<file path="config.mk">
export PLATFORM = sky130hd
export DESIGN_NAME = cordic_result_mem_writer
export DESIGN_NICKNAME = d
export VERILOG_FILES = /design/src/rtl/cordic_mem_pkg.sv /design/src/rtl/sync_fifo.sv /design/src/rtl/cordic_result_mem_writer.sv
export SDC_FILE = /design/constraint.sdc
export NUM_CORES = 1
export LEC_CHECK = 0
export ABC_CLOCK_PERIOD_IN_PS = 4400
export CAP_MARGIN = 20
export CORE_MARGIN = 1.5
export CORE_UTILIZATION = 25
export CTS_CLUSTER_DIAMETER = 150
export DETAILED_ROUTE_END_ITERATION = 6
export PLACE_DENSITY = 0.51
export SETUP_SLACK_MARGIN = 0.2
export SYNTH_ARGS = -nofsm -noshare
export SYNTH_HDL_FRONTEND = slang
export SYNTH_SLANG_ARGS = --single-unit
</file>
<file path="constraint.sdc">
create_clock -name clk -period 4.4 [get_ports clk]
set_input_delay 1.1 -clock clk [delete_from_list [all_inputs] [get_ports clk]]
set_output_delay 1.1 -clock clk [all_outputs]
set_load 0.1 [all_outputs]
</file>
<file path="src/rtl/cordic_mem_pkg.sv">
// Shared constants and types for the CORDIC result memory writer.
//   DATA_W    : stream / memory data width
//   ADDR_W    : memory word-address width
//   MEM_DEPTH : number of valid memory words (0..MEM_DEPTH-1)
//   BE_ALL    : byte-enable value used on every write
//   state_t   : run controller states
package cordic_mem_pkg;

    localparam int DATA_W    = 32;
    localparam int ADDR_W    = 13;
    localparam int MEM_DEPTH = 6050;
    localparam int BE_W      = DATA_W / 8;

    localparam logic [BE_W-1:0] BE_ALL = '1;

    typedef enum logic [1:0] {
        ST_IDLE,
        ST_RUN,
        ST_DRAIN,
        ST_DONE
    } state_t;

endpackage

</file>
<file path="src/rtl/sync_fifo.sv">
// Small show-ahead synchronous FIFO.
//   clk, rst_n : clock, asynchronous active-low reset
//   push, din  : write side (ignored when full)
//   pop        : read side, consumes dout (ignored when empty)
//   flush      : empties the FIFO; wins over a same-cycle push/pop
//   full/empty : status derived from registered pointers only
//   dout       : head entry, valid whenever empty=0
module sync_fifo #(
    parameter int WIDTH = 32,
    parameter int DEPTH = 4
) (
    input  logic             clk,
    input  logic             rst_n,
    input  logic             push,
    input  logic             pop,
    input  logic             flush,
    input  logic [WIDTH-1:0] din,
    output logic             full,
    output logic             empty,
    output logic [WIDTH-1:0] dout
);

    localparam int PTR_W = $clog2(DEPTH);

    // One extra pointer bit distinguishes full from empty.
    logic [PTR_W:0]   wr_ptr_q, wr_ptr_d;
    logic [PTR_W:0]   rd_ptr_q, rd_ptr_d;
    logic [WIDTH-1:0] mem [DEPTH];
    logic             do_push;
    logic             do_pop;

    assign empty = (wr_ptr_q == rd_ptr_q);
    assign full  = (wr_ptr_q[PTR_W] != rd_ptr_q[PTR_W]) &&
                   (wr_ptr_q[PTR_W-1:0] == rd_ptr_q[PTR_W-1:0]);
    assign dout  = mem[rd_ptr_q[PTR_W-1:0]];

    assign do_push = push && !full;
    assign do_pop  = pop && !empty;

    always_comb begin
        wr_ptr_d = wr_ptr_q;
        rd_ptr_d = rd_ptr_q;
        if (flush) begin
            wr_ptr_d = '0;
            rd_ptr_d = '0;
        end else begin
            if (do_push) wr_ptr_d = wr_ptr_q + (PTR_W+1)'(1);
            if (do_pop)  rd_ptr_d = rd_ptr_q + (PTR_W+1)'(1);
        end
    end

    always_ff @(posedge clk or negedge rst_n) begin
        if (!rst_n) begin
            wr_ptr_q <= '0;
            rd_ptr_q <= '0;
        end else begin
            wr_ptr_q <= wr_ptr_d;
            rd_ptr_q <= rd_ptr_d;
        end
    end

    // Storage carries no reset; entries are only read after being written.
    always_ff @(posedge clk) begin
        if (do_push && !flush) mem[wr_ptr_q[PTR_W-1:0]] <= din;
    end

endmodule

</file>
<file path="src/rtl/cordic_result_mem_writer.sv">
// Buffers CORDIC result words from a valid/ready stream and writes them to
// consecutive word addresses of a single-port on-chip memory.
//   start/base_addr/word_count/wrap_en : arm a run (ignored while busy)
//   abort                              : cancel run, flush buffer, no done
//   hold                               : suppress memory writes; buffer fills
//   s_valid/s_data/s_ready             : input stream
//   m_*                                : registered memory slave signals
//   busy/done/overflow_err/words_written : run status
module cordic_result_mem_writer
    import cordic_mem_pkg::*;
#(
    parameter int DATA_W     = cordic_mem_pkg::DATA_W,
    parameter int ADDR_W     = cordic_mem_pkg::ADDR_W,
    parameter int MEM_DEPTH  = cordic_mem_pkg::MEM_DEPTH,
    parameter int FIFO_DEPTH = 4
) (
    input  logic                clk,
    input  logic                reset_n,
    input  logic                start,
    input  logic [ADDR_W-1:0]   base_addr,
    input  logic [ADDR_W-1:0]   word_count,
    input  logic                wrap_en,
    input  logic                abort,
    input  logic                hold,
    input  logic                s_valid,
    input  logic [DATA_W-1:0]   s_data,
    output logic                s_ready,
    output logic [ADDR_W-1:0]   m_address,
    output logic [DATA_W/8-1:0] m_byteenable,
    output logic                m_chipselect,
    output logic                m_write,
    output logic [DATA_W-1:0]   m_writedata,
    output logic                m_clken,
    output logic                busy,
    output logic                done,
    output logic                overflow_err,
    output logic [ADDR_W-1:0]   words_written
);

    localparam logic [ADDR_W-1:0] LAST_ADDR = ADDR_W'(MEM_DEPTH - 1);
    localparam logic [ADDR_W:0]   DEPTH_EXT = (ADDR_W+1)'(MEM_DEPTH);
    localparam logic [ADDR_W-1:0] ONE       = ADDR_W'(1);

    state_t              state_q, state_d;
    logic [ADDR_W-1:0]   cur_addr_q, cur_addr_d;
    logic [ADDR_W-1:0]   count_q, count_d;
    logic                wrap_q, wrap_d;
    logic [ADDR_W-1:0]   accepted_q, accepted_d;
    logic [ADDR_W-1:0]   accept_lim_q, accept_lim_d;
    logic [ADDR_W-1:0]   words_written_q, words_written_d;
    logic                overflow_q, overflow_d;
    logic [ADDR_W-1:0]   m_addr_q, m_addr_d;
    logic [DATA_W-1:0]   m_data_q, m_data_d;
    logic [DATA_W/8-1:0] m_be_q, m_be_d;
    logic                m_wr_q, m_wr_d;
    logic                m_clken_q;

    logic                fifo_push, fifo_pop, fifo_flush;
    logic                fifo_full, fifo_empty;
    logic [DATA_W-1:0]   fifo_dout;
    logic                s_ready_int;
    logic [ADDR_W:0]     room;

    sync_fifo #(
        .WIDTH (DATA_W),
        .DEPTH (FIFO_DEPTH)
    ) u_fifo (
        .clk   (clk),
        .rst_n (reset_n),
        .push  (fifo_push),
        .pop   (fifo_pop),
        .flush (fifo_flush),
        .din   (s_data),
        .full  (fifo_full),
        .empty (fifo_empty),
        .dout  (fifo_dout)
    );

    // Acceptance is capped at accept_lim: without wrap we never take words
    // that would land beyond the top of memory, so they stay upstream.
    assign s_ready_int = (state_q == ST_RUN) && !fifo_full && !abort &&
                         (accepted_q < accept_lim_q);

    always_comb begin
        state_d         = state_q;
        cur_addr_d      = cur_addr_q;
        count_d         = count_q;
        wrap_d          = wrap_q;
        accepted_d      = accepted_q;
        accept_lim_d    = accept_lim_q;
        words_written_d = words_written_q;
        overflow_d      = overflow_q;
        m_addr_d        = m_addr_q;
        m_data_d        = m_data_q;
        m_be_d          = '0;
        m_wr_d          = 1'b0;
        fifo_pop        = 1'b0;
        fifo_flush      = 1'b0;
        fifo_push       = s_valid && s_ready_int;
        room            = DEPTH_EXT - {1'b0, base_addr};

        case (state_q)
            ST_IDLE: begin
                if (start) begin
                    count_d         = word_count;
                    wrap_d          = wrap_en;
                    cur_addr_d      = base_addr;
                    overflow_d      = 1'b0;
                    words_written_d = '0;
                    accepted_d      = '0;
                    if (!wrap_en && ({1'b0, word_count} > room))
                        accept_lim_d = room[ADDR_W-1:0];
                    else
                        accept_lim_d = word_count;
                    if ({1'b0, base_addr} >= DEPTH_EXT) begin
                        overflow_d = 1'b1;
                        state_d    = ST_DONE;
                    end else if (word_count == '0) begin
                        state_d = ST_DONE;
                    end else begin
                        state_d = ST_RUN;
                    end
                end
            end

            ST_RUN, ST_DRAIN: begin
                if (fifo_push) begin
                    accepted_d = accepted_q + ONE;
                    if (accepted_q + ONE == count_q) state_d = ST_DRAIN;
                end
                if (!fifo_empty && !hold) begin
                    fifo_pop        = 1'b1;
                    m_wr_d          = 1'b1;
                    m_be_d          = '1;
                    m_addr_d        = cur_addr_q;
                    m_data_d        = fifo_dout;
                    words_written_d = words_written_q + ONE;
                    if (cur_addr_q == LAST_ADDR) begin
                        if (wrap_q) begin
                            cur_addr_d = '0;
                        end else begin
                            overflow_d = 1'b1;
                            fifo_flush = 1'b1;
                            state_d    = ST_DONE;
                        end
                    end else begin
                        cur_addr_d = cur_addr_q + ONE;
                    end
                end
                // In DRAIN nothing is pushed, so an empty buffer means the
                // final pop already happened on an earlier edge.
                if (state_q == ST_DRAIN && fifo_empty) state_d = ST_DONE;
            end

            ST_DONE: state_d = ST_IDLE;

            default: state_d = ST_IDLE;
        endcase

        // abort overrides everything decided above for this cycle.
        if (abort && state_q != ST_IDLE) begin
            state_d         = ST_IDLE;
            fifo_flush      = 1'b1;
            fifo_pop        = 1'b0;
            m_wr_d          = 1'b0;
            m_be_d          = '0;
            m_addr_d        = m_addr_q;
            m_data_d        = m_data_q;
            cur_addr_d      = cur_addr_q;
            words_written_d = words_written_q;
            overflow_d      = overflow_q;
        end
    end

    always_ff @(posedge clk or negedge reset_n) begin
        if (!reset_n) begin
            state_q         <= ST_IDLE;
            cur_addr_q      <= '0;
            count_q         <= '0;
            wrap_q          <= 1'b0;
            accepted_q      <= '0;
            accept_lim_q    <= '0;
            words_written_q <= '0;
            overflow_q      <= 1'b0;
            m_addr_q        <= '0;
            m_data_q        <= '0;
            m_be_q          <= '0;
            m_wr_q          <= 1'b0;
            m_clken_q       <= 1'b0;
        end else begin
            state_q         <= state_d;
            cur_addr_q      <= cur_addr_d;
            count_q         <= count_d;
            wrap_q          <= wrap_d;
            accepted_q      <= accepted_d;
            accept_lim_q    <= accept_lim_d;
            words_written_q <= words_written_d;
            overflow_q      <= overflow_d;
            m_addr_q        <= m_addr_d;
            m_data_q        <= m_data_d;
            m_be_q          <= m_be_d;
            m_wr_q          <= m_wr_d;
            m_clken_q       <= 1'b1;
        end
    end

    assign s_ready       = s_ready_int;
    assign m_address     = m_addr_q;
    assign m_writedata   = m_data_q;
    assign m_byteenable  = m_be_q;
    assign m_write       = m_wr_q;
    assign m_chipselect  = m_wr_q;
    assign m_clken       = m_clken_q;
    assign busy          = (state_q == ST_RUN) || (state_q == ST_DRAIN);
    assign done          = (state_q == ST_DONE);
    assign overflow_err  = overflow_q;
    assign words_written = words_written_q;

endmodule

</file>
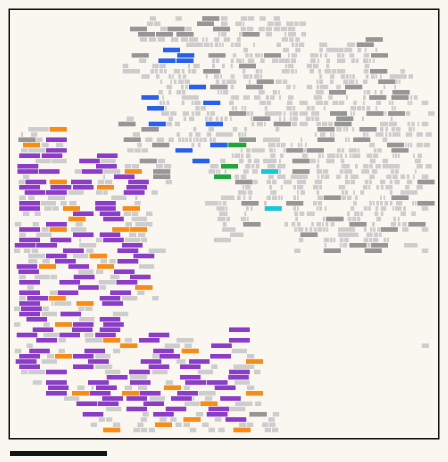
Figure 1: run 1, sequential cells grouped by signal name.
Scale bar: 50 µm. Other sequential cells in the stronger gray, the rest of the logic in the fainter gray.
| color | netlist name | placed flops |
|---|---|---|
| orange | m_writedata | 32 |
| cyan | state_q | 2 |
| green | u_fifo.rd_ptr_q | 3 |
| blue | cur_addr_q | 13 |
| purple | u_fifo.mem | 128 |

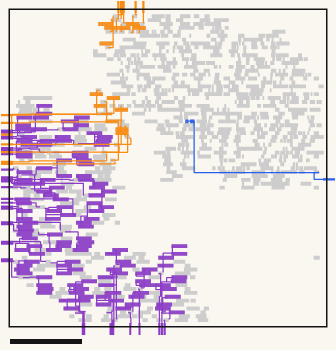
Figure 2: run 1, wires at chosen ports, followed through buffers.
Scale bar: 50 µm.
| color | port | direction | edge | end cells | buffers | wire |
|---|---|---|---|---|---|---|
| purple | s_data | input | 22 left, 10 bottom | 128 | 32 | 1710 µm |
| blue | hold | input | right | 2 | 1 | 140 µm |
| orange | m_address | output | 7 left, 6 top | 13 | 13 | 843 µm |

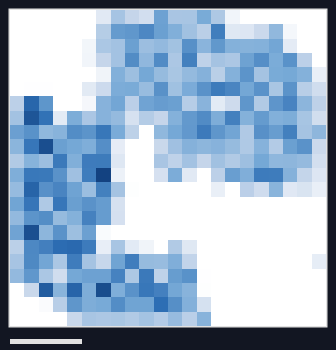
Figure 3: run 1, local utilization.
Scale bar: 50 µm. 22 x 22 tiles, from white (low) to dark blue (high), 0 to 100% covered.
fullest tile: 93%
densest ninth of the die: middle left
emptiest ninth of the die: lower right
tiles over 75% full: 2.3%
nearly empty tiles: 34%
mean over tiles: 29%

==> impl_metrics.yaml, run 1 <==
# synthesis and place-and-route metrics
status:
  outcome: "finished, violations left"
  violations: "design-rule violations"
drt:
  dr.first_iter.drc_count: 510
  detail_route.drc_violations: 5
  wire_per_inst_um: 19.0
finish:
  post_route_cells_drive_above_1_share_pct: 16.3
  areaGrowthSynthToFinish_pct: 27.2
  final_design_area_no_fill_um2: 15000
  lay_top_count: "sky130_fd_sc_hd__clkdlybuf4s50_1"
  most-common-layout-cells: "sky130_fd_sc_hd__clkdlybuf4s50_1, sky130_fd_sc_hd__edfxtp_1, sky130_fd_sc_hd__dfrtp_1"
cts:
  clock.latency.late_pin_ns: 0.58
  clk_pin_slew_worst_paths_ns: 0.06
  htreeDepth: 1
  root_buffer: "sky130_fd_sc_hd__clkbuf_16"
  cts.repair_timing.setup_buffer_count: 0
  tritoncts: "done"
  tritoncts_num_sinks: 250
critical_path:
  r2r-start: "state_q[0]"
  reg2reg_setup_slack_ns: 1.38
  critical-path-max-stage-delay_ns: 0.45
  ff2ff_path_depth: 7
synth:
  ys_sh_adder_pct: 4.23
  synthesis.area_per_instance_um2: 12.8
  netlist.area_leader.share_pct: 32.5
  netlist-cell-type-count: 72
  post-synth-top-area-cell: "sky130_fd_sc_hd__edfxtp_1"
  synth_seq_share_pct: 58.3
  share_of_the_synthesized_netlist_area_taken_by_xor_and_xnor_gates_pct: 3.26
hold_path:
  hold_crit_path_type: "flop to flop"
  timing.hold.worst_endpoint: "m_writedata[19]"
  hp-start: "m_writedata[19]"
final_timing:
  setup_repair_after_global_routing_missed_its_margin: "no"
  timing.final.crit_period_ns: 3.88
  setup-violations-final: 0
  timing.fmax_mhz: 257
  timing.final.crit_share_pct: 88.3
pwr:
  total_power_mw: 10.5
  power_per_cell_area_nw_per_um2: 700
  p_leak_nw: 5.58
  seq_power_share_pct: 31.9
  power_report.internal_total_mw: 5.88
global_route:
  gr-usage-all-layers_pct: 13.4
  wire_length_of_the_first_global_routing_pass_mm: 50.0
  grt_start_max_net_pins: 84
die:
  placementRows: 79
  die_w_um: 221
  die_height_um: 221
## run 1: registers in the layout (all words and copies together) (netlist names)
name / cells
accept_lim_q: 13
accepted_q: 13
count_q: 13
cur_addr_q: 13
m_address: 13
m_byteenable: 1
m_clken: 1
m_writedata: 32
overflow_err: 1
state_q: 2
u_fifo.mem: 128
u_fifo.rd_ptr_q: 3
u_fifo.wr_ptr_q: 3
words_written: 13
wrap_q: 1
## run 1: layer usage
metal  part of all wire [%]  track usage, %  wire length (µm)
met1                     44            17.4             14100
met2                     46            21.5             15000
met3                    8.1            4.45              2630
met4                    1.9            3.58               599
met5                      0               0                 0
## run 1: power groups by stage
stage	logic (mW)	clock network, mW	registers (mW)
2_1_floorplan	1.92	0	4.86
3_3_place_gp	4.65	0	3.41
3_5_place_dp	4.67	0	3.41
4_1_cts	4.69	2.61	3.37
5_1_grt	4.97	2.69	3.44
6_report	4.64	2.53	3.36
## run 1: per-stage QoR
stage	setup WS, ns	setup TNS [ns]	cells
floorplan	0.638	0	922
global placement	0.0453	0	1646
detailed placement	-0.0485	-0.166	1646
CTS	0.559	0	1700
global route	0.348	0	1700
finish	0.515	0	1700
## run 1: cell type report
type | count | area (µm²)
clock buffers | 40 | 847
clock inverters | 14 | 166
inverters | 27 | 101
multi-input cells | 594 | 4610
repair buffers | 168 | 1670
flip-flops and latches | 250 | 6900
well taps | 607 | 759
fillers | 4709 | 31600
## run 1: worst max-delay path, delay by kind of cell
family | cells | cell delay [ns]
AND/OR/NAND/NOR | 3 | 0.59
adder cells (fa/ha/maj) | 2 | 0.52
XOR/XNOR | 1 | 0.18
AND-OR/OR-AND | 5 | 1.47
buffers and inverters | 1 | 0.45
--- run 2 (diff from run 1) ---
CELL_PAD_IN_SITES_DETAIL_PLACEMENT = 1   (was not set)
CELL_PAD_IN_SITES_GLOBAL_PLACEMENT = 1   (was not set)
CORE_UTILIZATION = 45   (was 25)
PLACE_DENSITY = 0.87   (was 0.51)
==> run 2 against run 1 <==
The run now ends clean. First-iteration DRC count down 0.59%. Sequential power about the same. Via count up 1.8%. Synthesized cell count unchanged. Clock-buffer cell count up 3. Hold slack worse by 0.0030 ns. Core utilization up 24 points. Combinational power up 1%. Die area down 44%. Final cell count down 17%. Sequential share of layout area up 1.8 points. Largest power group unchanged.
==> impl_metrics.yaml, run 2 <==
# synthesis and place-and-route metrics
die:
  die_height_um: 165
  chip_area_um2: 27300
  die_w_um: 165
global_route:
  grt_start_max_net_pins: 51
  wire_length_of_the_first_global_routing_pass_mm: 49.7
  gr-usage-all-layers_pct: 23.8
  globalRouteOverflowTotal: 0
status:
  outcome: "complete, no violations"
cts:
  root_buffer: "sky130_fd_sc_hd__clkbuf_16"
  tritoncts_num_sinks: 250
  clock.latency.late_pin_ns: 0.55
  clock_path_buffers: 3
  tritoncts: "done"
  htreeDepth: 1
  cts.repair_timing.setup_buffer_count: 0
  clk_pin_slew_worst_paths_ns: 0.06
final_timing:
  fin_setup_tns_ns: 0
  timing.fmax_mhz: 254
  setup_repair_after_global_routing_missed_its_margin: "no"
  timing.final.crit_share_pct: 89.3
  setup-violations-final: 0
  timing.final.crit_period_ns: 3.93
critical_path:
  r2r-start: "accepted_q[2]"
  critical-path-max-stage-delay_ns: 0.61
  cp.depth: 6
  reg2reg_setup_slack_ns: 1.44
  ff2ff_path_depth: 7
  cp_slowest_cell: "sky130_fd_sc_hd__dfrtp_1"
  r2r-end: "accepted_q[5]"
  timing.critical_path.buf_inv: 1
  cpLargestDelayFamily: "AND-OR/OR-AND gates"
drt:
  detail_route.drc_violations: 0
  dr.first_iter.drc_count: 507
  wire_per_inst_um: 22.2
  drt_pre_antenna_iters: 5
hold_path:
  hold_crit_path_type: "flop to flop"
  hp-start: "count_q[11]"
  timing.hold.worst_endpoint: "count_q[11]"
synth:
  synthesis.area_per_instance_um2: 12.8
  yosys_area_um2: 11800
  post-synth-top-area-cell: "sky130_fd_sc_hd__edfxtp_1"
  syn_nets: 1027
  synth_seq_share_pct: 58.3
  netlist-cell-type-count: 72
  netlist.area_leader.share_pct: 32.5
pwr:
  power_per_cell_area_nw_per_um2: 708
  p_leak_nw: 5.46
finish:
  max_ffs_per_register: 128
  areaGrowthSynthToFinish_pct: 22.3
  most-common-layout-cells: "sky130_fd_sc_hd__clkdlybuf4s50_1, sky130_fd_sc_hd__edfxtp_1, sky130_fd_sc_hd__dfrtp_1"
  lay_top_count: "sky130_fd_sc_hd__clkdlybuf4s50_1"
  post_route_cells_drive_above_1_share_pct: 14.6
placement:
  place.detailed.hpwl_mm: 21.4
## run 2: where the power goes
part / internal, mW / switching (mW)
Combinational: 1.40 / 3.28
Clock: 1.28 / 0.911
Sequential: 2.95 / 0.409
## run 2: cells by family after synthesis
logic type / share of synthesized area (%)
XOR/XNOR: 3.26
flip-flops: 58.3
multiplexers: 10.7
other: 0.0317
buffers and inverters: 2.77
AND/OR/NAND/NOR: 11.6
AND-OR/OR-AND: 9.08
adder cells (fa/ha/maj): 4.23
## run 2: worst max-delay path by stage
stage | slack, ns | from | to
3_3_place_gp | 0.03 | base_addr[0] | accept_lim_q[8]
2_1_floorplan | 0.64 | base_addr[1] | accept_lim_q[10]
5_1_grt | 0.20 | base_addr[0] | accept_lim_q[8]
6_report | 0.47 | accepted_q[2] | s_ready
3_5_place_dp | -0.06 | base_addr[0] | accept_lim_q[10]
4_1_cts | 0.45 | accepted_q[2] | s_ready
## run 2: tightest hold or removal path, delay by kind of cell (launching register included)
| family | cells | cell delay (ns) |
|---|---|---|
| DFF | 1 | 0.36 |
| and+or+nand+nor | 2 | 0.12 |
## run 2: cell type report
type,instances,area (µm²)
Timing Repair Buffer,158,1580
Clock inverter,7,73.8
Multi-Input combinational cell,594,4610
Antenna cell,1,2.50
Inverter,27,101
Fill cell,2596,11400
Clock buffer,43,786
Tap cell,335,419
Sequential cell,250,6900
## run 2: metal layers
metal	wire length (µm)	track usage [%]
met1	13000	30.3
met2	16300	41.7
met3	1560	4.00
met4	533	6.72
met5	0	0
## run 2: stage by stage
stage               power (mW)  cells  setup slack (ns)  area (µm²)
finish                    10.2   1415             0.470       14500
global route              10.7   1415             0.201       14500
CTS                       10.3   1413             0.452       14500
detailed placement        8.08   1363           -0.0602       13600
global placement          7.92   1363            0.0252       13600
floorplan                 6.78    922             0.638       11800
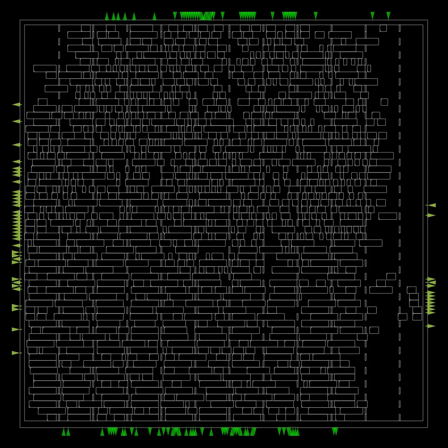
Figure 4: run 2, cell outlines without signal wires.
non-filler cells, final: 1415
placeable core area: 25900 µm²
num rows: 59
flop share of the area: 47.6%

--- run 3 (diff from run 2) ---
GPL_ROUTABILITY_DRIVEN = 0   (was not set)
SLEW_MARGIN = 5   (was not set)
==> run 3 against run 2 <==
Via count grew 0.71%. Sequential share of layout area rose by 0.078 points. Routed wire length decreased by 0.57%. Register-to-register slack gained 0.07 ns. Combinational power hardly changed. Non-clock buffer count shrank 2. Core utilization down 0.092 points. Clock skew down 0.0022 ns. Flip-flop count unchanged. Total power up 0.25%. Critical path depth rose by 6. Critical path type is now input port to flop. Highest routed layer unchanged.
==> impl_metrics.yaml, run 3 <==
# synthesis and place-and-route metrics
critical_path:
  cpLargestDelayFamily: "AND-OR/OR-AND gates"
  cp_slowest_cell: "sky130_fd_sc_hd__clkdlybuf4s50_1"
  timing.critical_path.buf_inv: 1
  critical-path-max-stage-delay_ns: 0.48
  arrival_time_of_the_worst_setup_path_ns: 4.40
synth:
  synthesis.area_per_instance_um2: 12.8
  syn_nets: 1027
  synth_top_cell_by_count: "sky130_fd_sc_hd__edfxtp_1"
  synthTopLogicFamily: "simple AND/OR/NAND/NOR gates"
  synthMuxAreaShare_pct: 10.7
  basic_gate_share_of_the_synthesized_area_counting_and_or_nand_and_nor_cells_pct: 11.6
  post-synth-top-area-cell: "sky130_fd_sc_hd__edfxtp_1"
  yosys_area_um2: 11800
  ys_sh_adder_pct: 4.23
  netlist.area_leader.share_pct: 32.5
finish:
  lay_top_count: "sky130_fd_sc_hd__clkdlybuf4s50_1"
  fillCellCount: 2614
  max_ffs_per_register: 128
  antenna_cells: 0
  most-common-layout-cells: "sky130_fd_sc_hd__clkdlybuf4s50_1, sky130_fd_sc_hd__edfxtp_1, sky130_fd_sc_hd__dfrtp_1"
  sequential_cell_area_um2: 6900
  areaGrowthSynthToFinish_pct: 22.1
  combGateArea_um2: 4610
placement:
  place.detailed.hpwl_mm: 21.4
cts:
  clock_path_buffers: 3
  htreeDepth: 1
  clock.latency.late_pin_ns: 0.55
  tritoncts_num_sinks: 250
  cts.repair_timing.setup_buffer_count: 0
  root_buffer: "sky130_fd_sc_hd__clkbuf_16"
  clk_pin_slew_worst_paths_ns: 0.06
global_route:
  wire_length_of_the_first_global_routing_pass_mm: 49.3
  gr-usage-met3_pct: 3.90
  met1_usage_pct: 30.0
  m2_gr_usage_pct: 41.4
  globalRouteOverflowTotal: 0
  grt-busiest-layer: "met2"
die:
  placementRows: 59
  die_height_um: 165
  fp.coreArea_um2: 25900
  chip_area_um2: 27300
pwr:
  power_per_cell_area_nw_per_um2: 711
  p_leak_nw: 5.44
drt:
  wl_met1_mm: 13.1
  drt_pre_antenna_iters: 6
  top_layer_used: "met4"
  wire_per_inst_um: 22.1
  dr.first_iter.drc_count: 493
  met3WireLength_mm: 1.42
  wl_met2_mm: 16.0
  detail_route.drc_violations: 0
final_timing:
  setup-violations-final: 0
  setup_repair_after_global_routing_missed_its_margin: "no"
  timing.final.crit_share_pct: 90.7
  timing.fmax_mhz: 250
hold_path:
  hold_crit_path_type: "flop to flop"
status:
  outcome: "complete, no violations"
run 3: path summary, 6_finish.rpt:
| kind | startpoint | endpoint | slack (ns) | cells past startpoint |
|---|---|---|---|---|
| worst max-delay path | base_addr[0] | accept_lim_q[7] | 0.41 | 12 |
| worst min-delay path | m_writedata[15] | m_writedata[15] | 0.51 | 1 |
| worst max register to register | accepted_q[2] | u_fifo.mem[0][3] | 1.51 | 8 |
| worst min register to register | m_writedata[15] | m_writedata[15] | 0.51 | 1 |
| max in group asynchronous | reset_n | m_byteenable[2] | 2.90 | 2 |
| min in group asynchronous | reset_n | count_q[2] | 0.56 | 1 |
run 3: metrics by stage:
step	setup WS, ns	std cells	power (mW)	TNS (ns)
6_report	0.408	1412	10.3	0
5_1_grt	0.257	1412	10.7	0
3_5_place_dp	-0.0876	1361	8.08	-0.676
2_1_floorplan	0.638	922	6.78	0
4_1_cts	0.463	1411	10.3	0
3_3_place_gp	0.0409	1361	7.91	0
run 3: cell families after synthesis:
kind of cell / count (synthesis)
xor gates and xnor gates: 44
AOI/OAI and AO/OA: 154
buffers and inverters: 78
and+or+nand+nor: 274
muxes: 81
adders and majority gates: 40
DFF: 250
other: 1
run 3: where the power goes:
group | internal, mW | total (mW) | switching [mW]
Combinational | 1.41 | 4.71 | 3.30
Clock | 1.27 | 2.19 | 0.926
Sequential | 2.95 | 3.37 | 0.417
run 3: final cells by class:
| class | count | share of cell area, % |
|---|---|---|
| clock buffers | 34 | 4.93 |
| flip-flops and latches | 250 | 47.7 |
| repair buffers | 156 | 10.9 |
| well taps | 335 | 2.90 |
| clock inverters | 16 | 0.978 |
| multi-input cells | 594 | 31.9 |
| inverters | 27 | 0.701 |
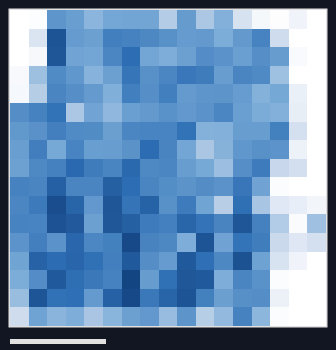
Figure 5: run 3, local utilization.
Scale bar: 50 µm. 17 x 17 tiles, from white (low) to dark blue (high), 0 to 100% covered.
nearly empty tiles: 9.7%
tiles over 75% full: 13%
mean over tiles: 51%
fullest tile: 92%

Power is estimated from default activity; no workload was simulated.
